===== config.mk =====
export PLATFORM = sky130hd
export DESIGN_NAME = spi_ring_buffer
export DESIGN_NICKNAME = d
export VERILOG_FILES = /design/src/rtl/spi_ring_buffer.sv
export SDC_FILE = /design/constraint.sdc
export NUM_CORES = 1
export LEC_CHECK = 0
export ABC_AREA = 1
export CORE_ASPECT_RATIO = 1.25
export CORE_MARGIN = 4
export CORE_UTILIZATION = 60
export CTS_BUF_LIST = sky130_fd_sc_hd__clkbuf_16
export DETAILED_ROUTE_END_ITERATION = 8
export PLACE_DENSITY = 0.88
export SYNTH_ARGS = -nofsm -noshare
export SYNTH_HDL_FRONTEND = slang
export SYNTH_SLANG_ARGS = --single-unit

===== constraint.sdc =====
create_clock -name clk -period 10.2 [get_ports clk]
set_input_delay 3.06 -clock clk [delete_from_list [all_inputs] [get_ports clk]]
set_output_delay 3.06 -clock clk [all_outputs]
set_load 0.005 [all_outputs]

===== src/rtl/spi_ring_buffer.sv =====
// spi_ring_buffer: wrap-around word FIFO feeding the SPI transmitter.
// Optional macro SPI_RING_BUFFER_OVERWRITE_EN: a push while full overwrites the oldest word.
module spi_ring_buffer #(
   parameter int DATA_WIDTH = 32,
   parameter int BUF_SIZE   = 10,
   parameter int ATTR_WIDTH = 4
) (
   input  logic                          clk,
   input  logic                          rst,
   input  logic                          wr,
   input  logic [DATA_WIDTH-1:0]         data_in,
   input  logic                          oe,
   output logic [DATA_WIDTH-1:0]         data_out,
   input  logic                          flush,
   input  logic                          clr_err,
   output logic [$clog2(BUF_SIZE+1)-1:0] count,
   output logic [ATTR_WIDTH-1:0]         attr_out
);

   localparam int PW = $clog2(BUF_SIZE);
   localparam int CW = $clog2(BUF_SIZE+1);

   logic [DATA_WIDTH-1:0] mem [BUF_SIZE];
   logic [PW-1:0]         wr_ptr;
   logic [PW-1:0]         rd_ptr;
   logic [CW-1:0]         count_q;
   logic [CW-1:0]         cnt_n;
   logic                  empty_q;
   logic                  full_q;
   logic                  ovf_q;
   logic                  udf_q;

   logic do_pop;
   logic push_ok;
   logic ovf_ev;
   logic udf_ev;
   logic ow;

   // Non-power-of-two depths need an explicit wrap compare.
   function automatic logic [PW-1:0] inc(input logic [PW-1:0] p);
      return (p == PW'(BUF_SIZE-1)) ? '0 : p + PW'(1);
   endfunction

   always_comb begin
      do_pop  = oe & ~empty_q;
      udf_ev  = oe & empty_q & ~flush;
      push_ok = wr & ~flush & (~full_q | do_pop);
      ovf_ev  = wr & ~flush & full_q & ~do_pop;
`ifdef SPI_RING_BUFFER_OVERWRITE_EN
      ow      = ovf_ev;
`else
      ow      = 1'b0;
`endif
   end

   always_comb begin
      cnt_n = count_q;
      if (flush) begin
         cnt_n = '0;
      end else begin
         unique case ({push_ok, do_pop})
            2'b10:   cnt_n = count_q + CW'(1);
            2'b01:   cnt_n = count_q - CW'(1);
            default: cnt_n = count_q;
         endcase
      end
   end

   always_ff @(posedge clk or posedge rst) begin
      if (rst) begin
         wr_ptr  <= '0;
         rd_ptr  <= '0;
         count_q <= '0;
         empty_q <= 1'b1;
         full_q  <= 1'b0;
         ovf_q   <= 1'b0;
         udf_q   <= 1'b0;
      end else begin
         if (flush) begin
            wr_ptr <= '0;
            rd_ptr <= '0;
         end else begin
            if (push_ok | ow) wr_ptr <= inc(wr_ptr);
            if (do_pop | ow)  rd_ptr <= inc(rd_ptr);
         end
         count_q <= cnt_n;
         empty_q <= (cnt_n == '0);
         full_q  <= (cnt_n == CW'(BUF_SIZE));
         ovf_q   <= ovf_ev | (ovf_q & ~clr_err);
         udf_q   <= udf_ev | (udf_q & ~clr_err);
      end
   end

   always_ff @(posedge clk) begin
      if (push_ok | ow) mem[wr_ptr] <= data_in;
   end

   always_comb begin
      data_out    = do_pop ? mem[rd_ptr] : '0;
      count       = count_q;
      attr_out    = '0;
      attr_out[0] = empty_q;
      attr_out[1] = full_q;
      attr_out[2] = ovf_q;
      attr_out[3] = udf_q;
   end

endmodule


Figure 1. Metal layers overlaid.
The bar under the picture is 50 um long. Only two layers are drawn.
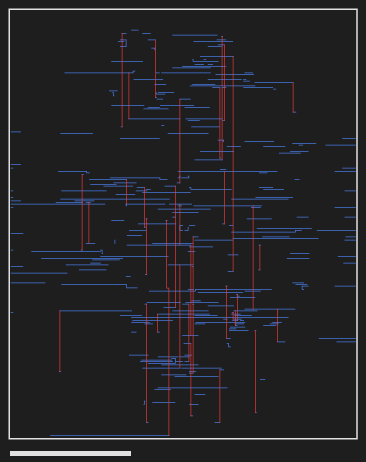
[blue] M3 | wire length: 2380 um
[red] M4 | wire length: 1040 um
Routed WL: 30400 um
aggregate global-route resource usage: 23.9%

==> results.toml <==
# generated from flow reports
[drt]
via_per_inst = 5.97
wl_met2_um = 15900
routed_wire_length_per_instance_um = 20.0
detailedRoute.firstPassIterationCount = 6
topRoutingLayerUsed = "met4"
drt_drc_violations_left = 0

[grt]
global_route_hottest_layer = "met2"
first_global_vias = 9176
pin_count_of_the_biggest_net_entering_global_routing = 162
use_met3_pct = 3.13
grt.overflow.total = 0
gr-usage-met2_pct = 41.8

[worst_setup_path]
crit_buf_inv = 3
register_to_register_setup_slack_ps = 6690
slowest_stage = "sky130_fd_sc_hd__nor2_4"
worstReg2RegStart = "empty_q"
rr_endpoint = "mem[2][16]"
critical-path-max-stage-delay_ps = 830
critical_path_cell_count = 6
critical_path.most_common_cell = "sky130_fd_sc_hd__clkdlybuf4s50_1"
worstSetupPathType = "input port to output port"

[run_status]
run_status = "completed"

[hold_path]
type_of_the_most_critical_hold_path = "flip-flop to flip-flop"
worst_hold_path.num_cells = 2
holdPathEnd = "udf_q"
hold_start = "udf_q"

[logic_synthesis]
postSynth.topFlopCell = "sky130_fd_sc_hd__edfxtp_1"
synth.comb.largest_family = "simple AND/OR/NAND/NOR gates"
mux_cell_area_share_pct = 0
top_cell_area_share_pct = 69.8
adder_share_pct = 0.455
syn-cell-area_sq_mm = 0.0138
synth_async_sr_flop_share_pct = 4.76
netlist_top_cells_area = "sky130_fd_sc_hd__edfxtp_1 70%, sky130_fd_sc_hd__nand2_1 8.6%, sky130_fd_sc_hd__nand3_1 4.0%, sky130_fd_sc_hd__nor2_1 3.1%, sky130_fd_sc_hd__dfrtp_1 2.7%"
synth_compound_gate_area_share_pct = 5.89
synth_register_bits = 336
syn_inst = 1161
top_cell = "sky130_fd_sc_hd__edfxtp_1"
netlist-cell-type-count = 29

[sta]
rsz0062_at_grt = "false"
min_period_ps = 8410
achievable-frequency_mhz = 119
report.final.setup_viol = 0
final_tally_of_max_slew_violations = 0
min_period_over_period_pct = 82.5
timing.final.hold_violations = 0
finalSetupTns_ps = 0
tightest_slew_ps = 1340
fin_worst_skew_ps = 12.1

[pwr]
p_per_area_mw_per_mm2 = 199
static-leakage-power_nw = 5.44
net-switching-power_uw = 815
power.internal_mw = 2.27
finalPower_mw = 3.09
peakVddDrop_mv = 0.137

[placed_design]
globalplace.congestion = 0.807
place.detailed.hpwl_um = 16400

[clock_network]
htreeDepth = 1
post_cts.resized_instances = 0
tritoncts_clock_tree = "built"
post-cts-setup-buffers = 0
clk-insertion-delay-late_ps = 540
numCtsBuffers = 29
post_cts_hold_buffer_count = 0

[layout]
n_antenna_cell = 0
final_net_count = 1257
largest_register_ff_count = 320
largest-register = "mem"
ratio_of_cells_with_drive_above_1_in_the_final_layout_pct = 5.59
fill_cells = 1436

[run]
openroad.warnings = 30
drv_cap = 0

[die]
die.size.x_um = 143
floorplan.die.height_um = 177
chip_area_sq_mm = 0.0254
fp_util_pct = 61.3
Figure 2. Placement by cell class.
The bar under the picture is 50 um long.
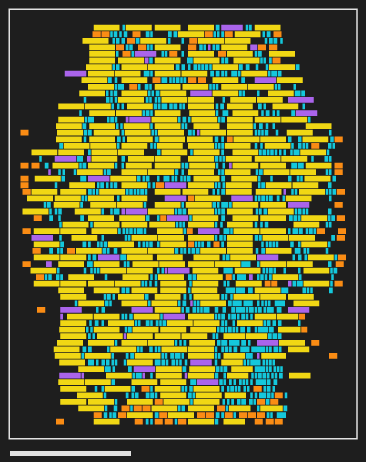
[orange] remaining buffers and delay cells | cells: 88
[purple] clock drivers and dummy loads | cells: 51
[yellow] registers | cells: 336
[cyan] remaining logic cells | cells: 759
post-layout utilization of the core: 69.1%
flip-flop and latch share of the layout cell area: 64.6%
core area: 0.0224 sq mm

## layout make-up
class	count	area, sq um	share of cell area (%)
flip-flops and latches	336	10000	64.6
multi-input cells	698	3200	20.6
repair buffers	88	853	5.50
clock buffers	29	726	4.68
well taps	283	354	2.28
inverters	61	234	1.51
clock inverters	22	124	0.799
## through the flow
stage / cell area (sq um) / utilization (%) / hold WS, ps / instances / worst slack, ps
6_report: 15500 / 69.1 / 538 / 1517 / 1790
5_1_grt: 15500 / 69.1 / 589 / 1517 / 1680
2_1_floorplan: 13800 / - / 497 / 1161 / 3020
4_1_cts: 15500 / 69.1 / 552 / 1517 / 1770
3_5_place_dp: 14700 / 65.3 / 542 / 1466 / 1780
3_3_place_gp: 14700 / 65.3 / 517 / 1466 / 1950
Power figures rest on the tool's default switching activity, not on a simulated workload.
